**config.mk**
```make
export PLATFORM = sky130hd
export DESIGN_NAME = reset_pulse_gen
export DESIGN_NICKNAME = d
export VERILOG_FILES = /design/src/rtl/reset_pulse_gen.sv
export SDC_FILE = /design/constraint.sdc
export NUM_CORES = 1
export LEC_CHECK = 0
export CAP_MARGIN = 40
export CELL_PAD_IN_SITES_DETAIL_PLACEMENT = 1
export CELL_PAD_IN_SITES_GLOBAL_PLACEMENT = 1
export CORE_MARGIN = 1.5
export CORE_UTILIZATION = 39
export CTS_CLUSTER_SIZE = 8
export DETAILED_ROUTE_END_ITERATION = 10
export MAX_ROUTING_LAYER = met4
export PLACE_DENSITY_LB_ADDON = 0.1
export RECOVER_POWER = 50
export SLEW_MARGIN = 20
export SYNTH_ARGS = -nofsm -noshare
export SYNTH_HDL_FRONTEND = slang
export SYNTH_SLANG_ARGS = --single-unit
export TNS_END_PERCENT = 30
```
**constraint.sdc**
```tcl
create_clock -name clk -period 3.8 [get_ports clk]
set_input_delay 0.76 -clock clk [delete_from_list [all_inputs] [get_ports clk]]
set_output_delay 0.76 -clock clk [all_outputs]
set_load 0.01 [all_outputs]
```
**src/rtl/reset_pulse_gen.sv**
```systemverilog
// reset_pulse_gen
// Reset sequencer for one clock domain. It drives a stretched reset pulse on both
// polarities, then runs a hold-off window, then raises ready. A level-sensitive
// request restarts or extends the pulse. Completed pulses are counted, and the
// count saturates at 255.
module reset_pulse_gen #(
   parameter int STRETCH = 8,
   parameter int HOLDOFF = 4,
   parameter int CW      = $clog2((STRETCH > HOLDOFF) ? STRETCH : HOLDOFF) + 1
) (
   input  logic       clk,
   input  logic       sync_reset,
   input  logic       req,
   output logic       rst_high,
   output logic       rst_low,
   output logic       busy,
   output logic       ready,
   output logic [7:0] pulse_count
);

   localparam logic [1:0] ST_ASSERT = 2'd0;
   localparam logic [1:0] ST_HOLD   = 2'd1;
   localparam logic [1:0] ST_IDLE   = 2'd2;

   // Terminal counter values. The counter runs 0..N-1, so every state lasts at least one cycle.
   localparam logic [CW-1:0] STRETCH_LAST = CW'(STRETCH - 1);
   localparam logic [CW-1:0] HOLDOFF_LAST = CW'(HOLDOFF - 1);

   logic [1:0]    state_reg, state_next;
   logic [CW-1:0] cnt_reg, cnt_next;
   logic [7:0]    count_reg, count_next;

   // Next-state, counter and pulse-count logic for the ASSERT -> HOLD -> IDLE sequence.
   always_comb begin
      state_next = state_reg;
      cnt_next   = cnt_reg;
      count_next = count_reg;
      case (state_reg)
         ST_ASSERT: begin
            if (req) begin
               // A request that is still held keeps the pulse stretched.
               cnt_next = '0;
            end else if (cnt_reg == STRETCH_LAST) begin
               state_next = ST_HOLD;
               cnt_next   = '0;
               if (count_reg != 8'hFF) begin
                  count_next = count_reg + 8'd1;
               end
            end else begin
               cnt_next = cnt_reg + CW'(1);
            end
         end
         ST_HOLD: begin
            if (req) begin
               // An aborted hold-off is not a new pulse, so the count is unchanged.
               state_next = ST_ASSERT;
               cnt_next   = '0;
            end else if (cnt_reg == HOLDOFF_LAST) begin
               state_next = ST_IDLE;
               cnt_next   = '0;
            end else begin
               cnt_next = cnt_reg + CW'(1);
            end
         end
         ST_IDLE: begin
            if (req) begin
               state_next = ST_ASSERT;
               cnt_next   = '0;
            end
         end
         default: begin
            // An unreachable encoding recovers by starting a fresh reset pulse.
            state_next = ST_ASSERT;
            cnt_next   = '0;
         end
      endcase
   end

   // State registers. A synchronous reset restarts the whole sequence and clears the pulse count.
   always_ff @(posedge clk) begin
      if (sync_reset) begin
         state_reg <= ST_ASSERT;
         cnt_reg   <= '0;
         count_reg <= 8'd0;
      end else begin
         state_reg <= state_next;
         cnt_reg   <= cnt_next;
         count_reg <= count_next;
      end
   end

   // Outputs are decoded directly from the registered state, so they cannot glitch relative to each other.
   always_comb begin
      rst_high    = (state_reg == ST_ASSERT);
      rst_low     = ~rst_high;
      busy        = (state_reg != ST_IDLE);
      ready       = (state_reg == ST_IDLE);
      pulse_count = count_reg;
   end

endmodule
```
Fig. 1: run 1, cells colored by class
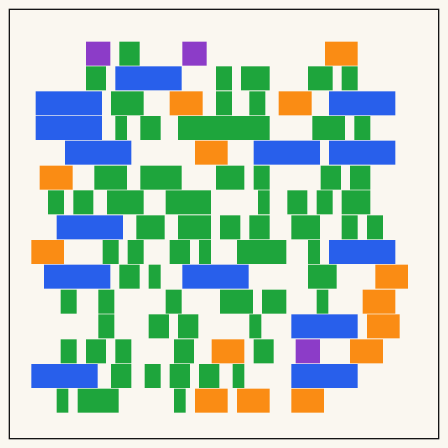
remaining buffers and delay cells: shown in orange, cells 14, share of their area 15%. clock-net drivers: shown in purple, cells 3, share of their area 2.5%. registers: shown in blue, cells 14, share of their area 31%. remaining logic cells: shown in green, cells 67, share of their area 51%.

Fig. 2: run 1, M3 wires
The bar under the picture is 10 um long.
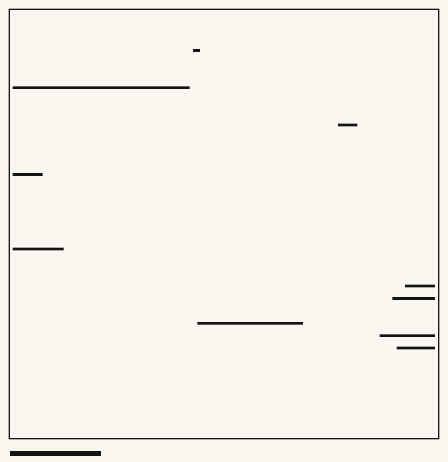
9 nets have wire on it. The layer holds 3.3% of the routed length.

==> results.json, run 1 <==
{
  "reg2reg_setup_slack_ps": 1850,
  "top_layer_used": "met4",
  "top_cell": "dfxtp_1",
  "p_sw_share_pct": 22.27,
  "drv_cap": 0,
  "powerComb_uw": 9.47,
  "start_kind": "flop",
  "postRouteWirelength_um": 1768,
  "cp.arrival_ps": 1830,
  "leakage_nw": 0.3371,
  "grt_max_degree": 17,
  "power_leader": "sequential cells",
  "cts_setup_buffers": 0,
  "ctsHoldBuffers": 0,
  "crit_chain": "nor2b_1, inv_1, clkdlybuf4s50_1",
  "met3WireLength_um": 57,
  "ff2ff_path_depth": 4,
  "grt-ovfl-total": 0,
  "nFlopsAndLatches": 14,
  "postLayoutCoreUtil_pct": 53.05,
  "h-tree-depth": 1,
  "pwr-share-seq_pct": 61.3,
  "power_density_mw_per_mm2": 259.4,
  "ant_nets": 0,
  "busiest_layer": "met2",
  "hold_path_class": "flop to flop",
  "seq-cell-share_pct": 29.95,
  "max_freq_mhz": 385.6,
  "grtUsageMet3_pct": 5.769,
  "buffers": 14,
  "crit_type": "flop to output pin",
  "dominant-cell-class": "combinational gates",
  "drive_above_1_share_pct": 9.184,
  "min_path_cells": 2,
  "largest_area_cell": "dfxtp_1",
  "yosys_warnings": 0,
  "comb_cells": 64,
  "met1Wirelength_um": 796,
  "syn2layout_area_growth_pct": 24.25,
  "cts_resized": 0,
  "clkPwrFrac_pct": 34.8,
  "firstDrtPassIters": 2,
  "syn_inst": 84,
  "grt_antenna_before_repair": 0,
  "synth_chip_area_um2": 753.2,
  "cts_buffer_depth": 2,
  "p_int_uw": 188.7,
  "hold_viol": 0,
  "ys_ff": 14,
  "r2r-start": "state_reg[1]$_SDFFE_PP0P_",
  "non_clock_buffer_area_share_pct": 14.97,
  "chipArea_mm2": 0.002204,
  "rsz0062_at_grt": "false",
  "pre_cts_slack_ps": 989.6,
  "final-clk-cell-share_pct": 2.406,
  "drt_iter0_drc": 4,
  "avgSynthCellArea_um2": 8.967,
  "ctsRootBufferMaster": "clkbuf_4",
  "chipWidth_um": 46.95,
  "grt_use_total_pct": 19.82,
  "fin_hold_ws_ps": 525.1,
  "end_kind": "output pin",
  "vias": 681,
  "pg_clk_uw": 84.4,
  "viasPerCell": 5.537,
  "cp.depth": 3,
  "peakVddDrop_mv": 0.1915,
  "slowest_delay_ps": 540,
  "synth.cell_area_um2": 753.2,
  "dp.cells": 120,
  "status": "complete, no violations",
  "num_antenna_cells": 0,
  "required_ps": 3040,
  "setup-violations-final": 0,
  "worst-path-buf-inv": 2,
  "fp-row-count": 15,
  "dpl-instance-area_um2": 913.4,
  "cts_inserted_buffers": 3,
  "wl_met2_um": 883,
  "slew_headroom_pct": 63.83,
  "ys_async_sr_fraction_pct": 0,
  "grt_pass1_vias": 693,
  "period_minus_slack_ps": 2593,
  "grtUsageMet1_pct": 21.83,
  "cp_max_fo": 11,
  "warnings": 26,
  "combPwrFrac_pct": 3.9,
  "critPathLaunch": "state_reg[1]$_SDFFE_PP0P_",
  "nNetsFinal": 105,
  "synthFlopType": "dfxtp_1",
  "drcViolationCount": 0,
  "inverters_excl_clock": 3,
  "slew_viol_final": 0,
  "n_clock_buffer": 3,
  "instances_no_fill": 123,
  "common_cells": "dfxtp_1, a21oi_1, nor2b_1, nor3_1, nor2_1",
  "fp_util_pct": 42.70,
  "fin_area_um2": 935.9,
  "logic_area_um2": 450.4,
  "comb_area_share_pct": 48.13,
  "fp_nets": 89,
  "hp-start": "pulse_count[1]$_SDFFE_PP0P_",
  "crit_slowest_cell": "dfxtp_1",
  "gp_congestion": 0.7713,
  "worst_slew_pin_slew_ps": 540.8,
  "pg_seq_uw": 149,
  "chipHeight_um": 46.95,
  "netlist.area_leader.share_pct": 37.21,
  "switchingPower_uw": 54.05,
  "finClkSkew_ps": 9.012,
  "port_buffers": 14,
  "edf_count": 0,
  "clock_latency_ps": 290,
  "synthTopCellsByArea": "dfxtp_1, nor2b_1, a21oi_1",
  "pin_count": 15,
  "ys_seq_share_pct": 37.21,
  "largest_register_ffs": 8,
  "timing.rr.end": "pulse_count[0]$_SDFFE_PP0P_",
  "flop_area_um2": 280.3,
  "grt_pass1_wl_um": 2925,
  "fin_crit_sh_pct": 68.24,
  "cts_sinks": 14,
  "tapCellCount": 25,
  "critPathTopFamily": "buffers and inverters",
  "nFillCells": 223,
  "fin_ws_ps": 1207,
  "worstSetupEndpoint": "busy",
  "dp_hpwl_um": 1328,
  "met2_usage_pct": 33.97,
  "min_to": "pulse_count[1]$_SDFFE_PP0P_",
  "fin_tns_setup_ps": 0,
  "power_uw": 242.7,
  "cts.clk_slew.worst_paths_ps": 70,
  "coreArea_mm2": 0.001764,
  "yosys.cell_types.count": 32
}
Fig. 3: run 1, sequential cells grouped by signal name
The bar under the picture is 10 um long. Other cells in gray.
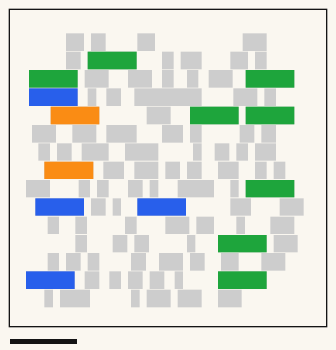
pulse_count: shown in green, flops 8. cnt_reg: shown in blue, flops 4. state_reg: shown in orange, flops 2.

[run 1: layout by cell type (no fill, tap or decap), types with 2 or more instances in the layout]
cell,count
a21oi_1,7
a31oi_1,3
clkbuf_4,3
clkdlybuf4s50_1,6
dfxtp_1,14
dlygate4sd3_1,8
ha_1,2
inv_1,3
mux2i_1,3
nand2b_1,3
nand3_1,5
nor2_1,6
nor2b_1,7
nor3_1,7
nor4_1,2
[run 1: cell families (layout without fill, tap and decap cells)]
group | count (synthesis) | count (layout) | synth area share [%]
simple gates | 39 | 39 | 30.73
compound gates | 18 | 18 | 19.10
flops | 14 | 14 | 37.21
buf+inv | 6 | 20 | 2.990
mux | 4 | 4 | 5.482
fa+ha+maj | 2 | 2 | 3.322
xor+xnor | 1 | 1 | 1.163
--- run 2 (diff from run 1) ---
--- a/config.mk
+++ b/config.mk
@@ -9,7 +9,7 @@
 export CELL_PAD_IN_SITES_DETAIL_PLACEMENT = 1
 export CELL_PAD_IN_SITES_GLOBAL_PLACEMENT = 1
 export CORE_MARGIN = 1.5
-export CORE_UTILIZATION = 39
+export CORE_UTILIZATION = 36
 export CTS_CLUSTER_SIZE = 8
 export DETAILED_ROUTE_END_ITERATION = 10
 export MAX_ROUTING_LAYER = met4
==> constraint.sdc (replaced) <==
create_clock -name clk -period 2.55 [get_ports clk]
set_input_delay 0.51 -clock clk [delete_from_list [all_inputs] [get_ports clk]]
set_output_delay 0.51 -clock clk [all_outputs]
set_load 0.01 [all_outputs]
Fig. 4: run 2, M3 wires
The bar under the picture is 10 um long.
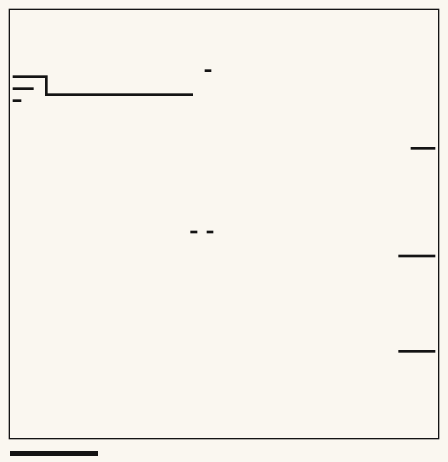
final wirelength: 1812 um
met3 Resource Use GR: 2.778%

==> results.json, run 2 <==
{
  "synth_chip_area_um2": 753.2,
  "yosys_cells": 84,
  "instances_no_fill": 126,
  "cts.clk_slew.worst_paths_ps": 80,
  "required_ps": 2040,
  "cp.arrival_ps": 1820,
  "slew_headroom_pct": 59.33,
  "chipWidth_um": 48.74,
  "chipArea_mm2": 0.002376,
  "avgSynthCellArea_um2": 8.967,
  "hold_viol": 0,
  "netlist.area_leader.share_pct": 37.21,
  "coreArea_mm2": 0.001962,
  "syn2layout_area_growth_pct": 24.75,
  "top_cell": "dfxtp_1",
  "synthFlopType": "dfxtp_1",
  "crit_chain": "nor2b_1, clkdlybuf4s50_1",
  "r2r-start": "state_reg[1]$_SDFFE_PP0P_",
  "num_antenna_cells": 0,
  "lay_top_count": "dfxtp_1",
  "pre_cts_slack_ps": 118.5,
  "cts_resized": 0,
  "hp-start": "pulse_count[1]$_SDFFE_PP0P_",
  "period_minus_slack_ps": 2327,
  "min_path_cells": 2,
  "largest_area_cell": "dfxtp_1",
  "worstSetupEndpoint": "ready",
  "viasPerCell": 5.468,
  "ys_seq_share_pct": 37.21,
  "largest_register_ffs": 8,
  "crit_type": "flop to output pin",
  "port_buffers": 14,
  "finClkSkew_ps": 1.844,
  "grt-ovfl-total": 0,
  "cts_setup_buffers": 0,
  "cts_tree": "done",
  "fp_nets": 89,
  "clock_latency_ps": 270,
  "logic_area_um2": 444.2,
  "drv_cap": 0,
  "common_cells": "dfxtp_1, a21oi_1, nor2b_1, nor3_1, nor2_1",
  "cts_sinks": 14,
  "ys_ff": 14,
  "fin_tns_setup_ps": 0,
  "fin_ws_ps": 223.3,
  "nFillCells": 258,
  "synthXorXnorAreaFrac_pct": 1.163,
  "status": "complete, no violations",
  "max_freq_mhz": 429.8,
  "drive_above_1_share_pct": 9.091,
  "power_density_mw_per_mm2": 385.1,
  "timing.rr.end": "pulse_count[0]$_SDFFE_PP0P_",
  "dp.cells": 123,
  "wl_per_cell_um": 14.38,
  "gp_congestion": 0.6898,
  "drt_iter0_drc": 3,
  "ff2ff_path_depth": 4,
  "critPathLaunch": "state_reg[1]$_SDFFE_PP0P_",
  "dp_hpwl_um": 1368,
  "drcViolationCount": 0,
  "rsz0062_at_grt": "false",
  "slowest_delay_ps": 610,
  "logic_family": "simple AND/OR/NAND/NOR gates",
  "grt_max_degree": 17,
  "dpl-instance-area_um2": 923.4,
  "power_uw": 361.9,
  "worst_slew_pin_slew_ps": 608.1,
  "warnings": 26,
  "simple_gate_area_share_pct": 30.73,
  "min_to": "pulse_count[1]$_SDFFE_PP0P_",
  "cp_max_fo": 11,
  "cts_inserted_buffers": 3,
  "leakage_nw": 0.3382,
  "chipHeight_um": 48.74,
  "grt_pass1_vias": 713,
  "end_kind": "output pin",
  "fp-row-count": 16,
  "fin_hold_ws_ps": 519.3,
  "syn_inst": 84,
  "reg2reg_setup_slack_ps": 580,
  "firstDrtPassIters": 4,
  "slew_viol_final": 0,
  "yosys.cell_types.count": 32,
  "ant_nets": 0,
  "vias": 689,
  "edf_count": 0,
  "nNetsFinal": 106,
  "flop_area_um2": 280.3,
  "cts_buffer_depth": 2,
  "postLayoutCoreUtil_pct": 47.90,
  "fp_util_pct": 38.39,
  "setup-violations-final": 0,
  "grt_pass1_wl_um": 3070,
  "h-tree-depth": 1,
  "fin_area_um2": 939.7,
  "ctsHoldBuffers": 0,
  "grtUsageMet1_pct": 18.22,
  "fin_crit_sh_pct": 91.24,
  "pin_count": 15,
  "grt_antenna_before_repair": 0,
  "peakVddDrop_mv": 0.1960,
  "synth_adder_area_share_pct": 3.322,
  "yosys_warnings": 0,
  "synth.area.mux_share_pct": 5.482,
  "grt_use_total_pct": 17.20,
  "synthTopCellsByArea": "dfxtp_1, nor2b_1, a21oi_1",
  "ys_async_sr_fraction_pct": 0,
  "busiest_layer": "met2",
  "ys_sh_aoi_pct": 19.10,
  "ctsRootBufferMaster": "clkbuf_4",
  "crit_slowest_cell": "clkdlybuf4s50_1",
  "met2_usage_pct": 30.82,
  "start_kind": "flop",
  "synth.cell_area_um2": 753.2,
  "hold_path_class": "flop to flop"
}
## run 2: cell counts after synthesis
Identical to the previous run, type by type.
## run 2: metal layers
layer | part of all wire (%) | wire, um
met5 | 0 | 0
met4 | 1.9 | 34
met3 | 2.0 | 36
met2 | 52 | 942
met1 | 44 | 800
## run 2: worst max-delay path: cells and delay by family, from the launching register on
kind	cells	cell delay, ps
simple gates	1	370
buf+inv	1	610
flops	1	560
## run 2: area by class of cell
cell class                 count  area share [%]
clock buffer                   3           2.397
inverter                       3           1.198
tap                           27           3.595
timing repair buffer          15           15.71
sequential                    14           29.83
multi-input combinational     64           47.27
## run 2: where the power goes
group          switching [mW]  leakage, nW  internal, mW
Sequential            0.00185        0.113         0.220
Combinational         0.00873        0.211       0.00717
Clock                  0.0695       0.0138        0.0547
Total                  0.0801        0.338         0.282
Power and IR drop assume default switching activity.
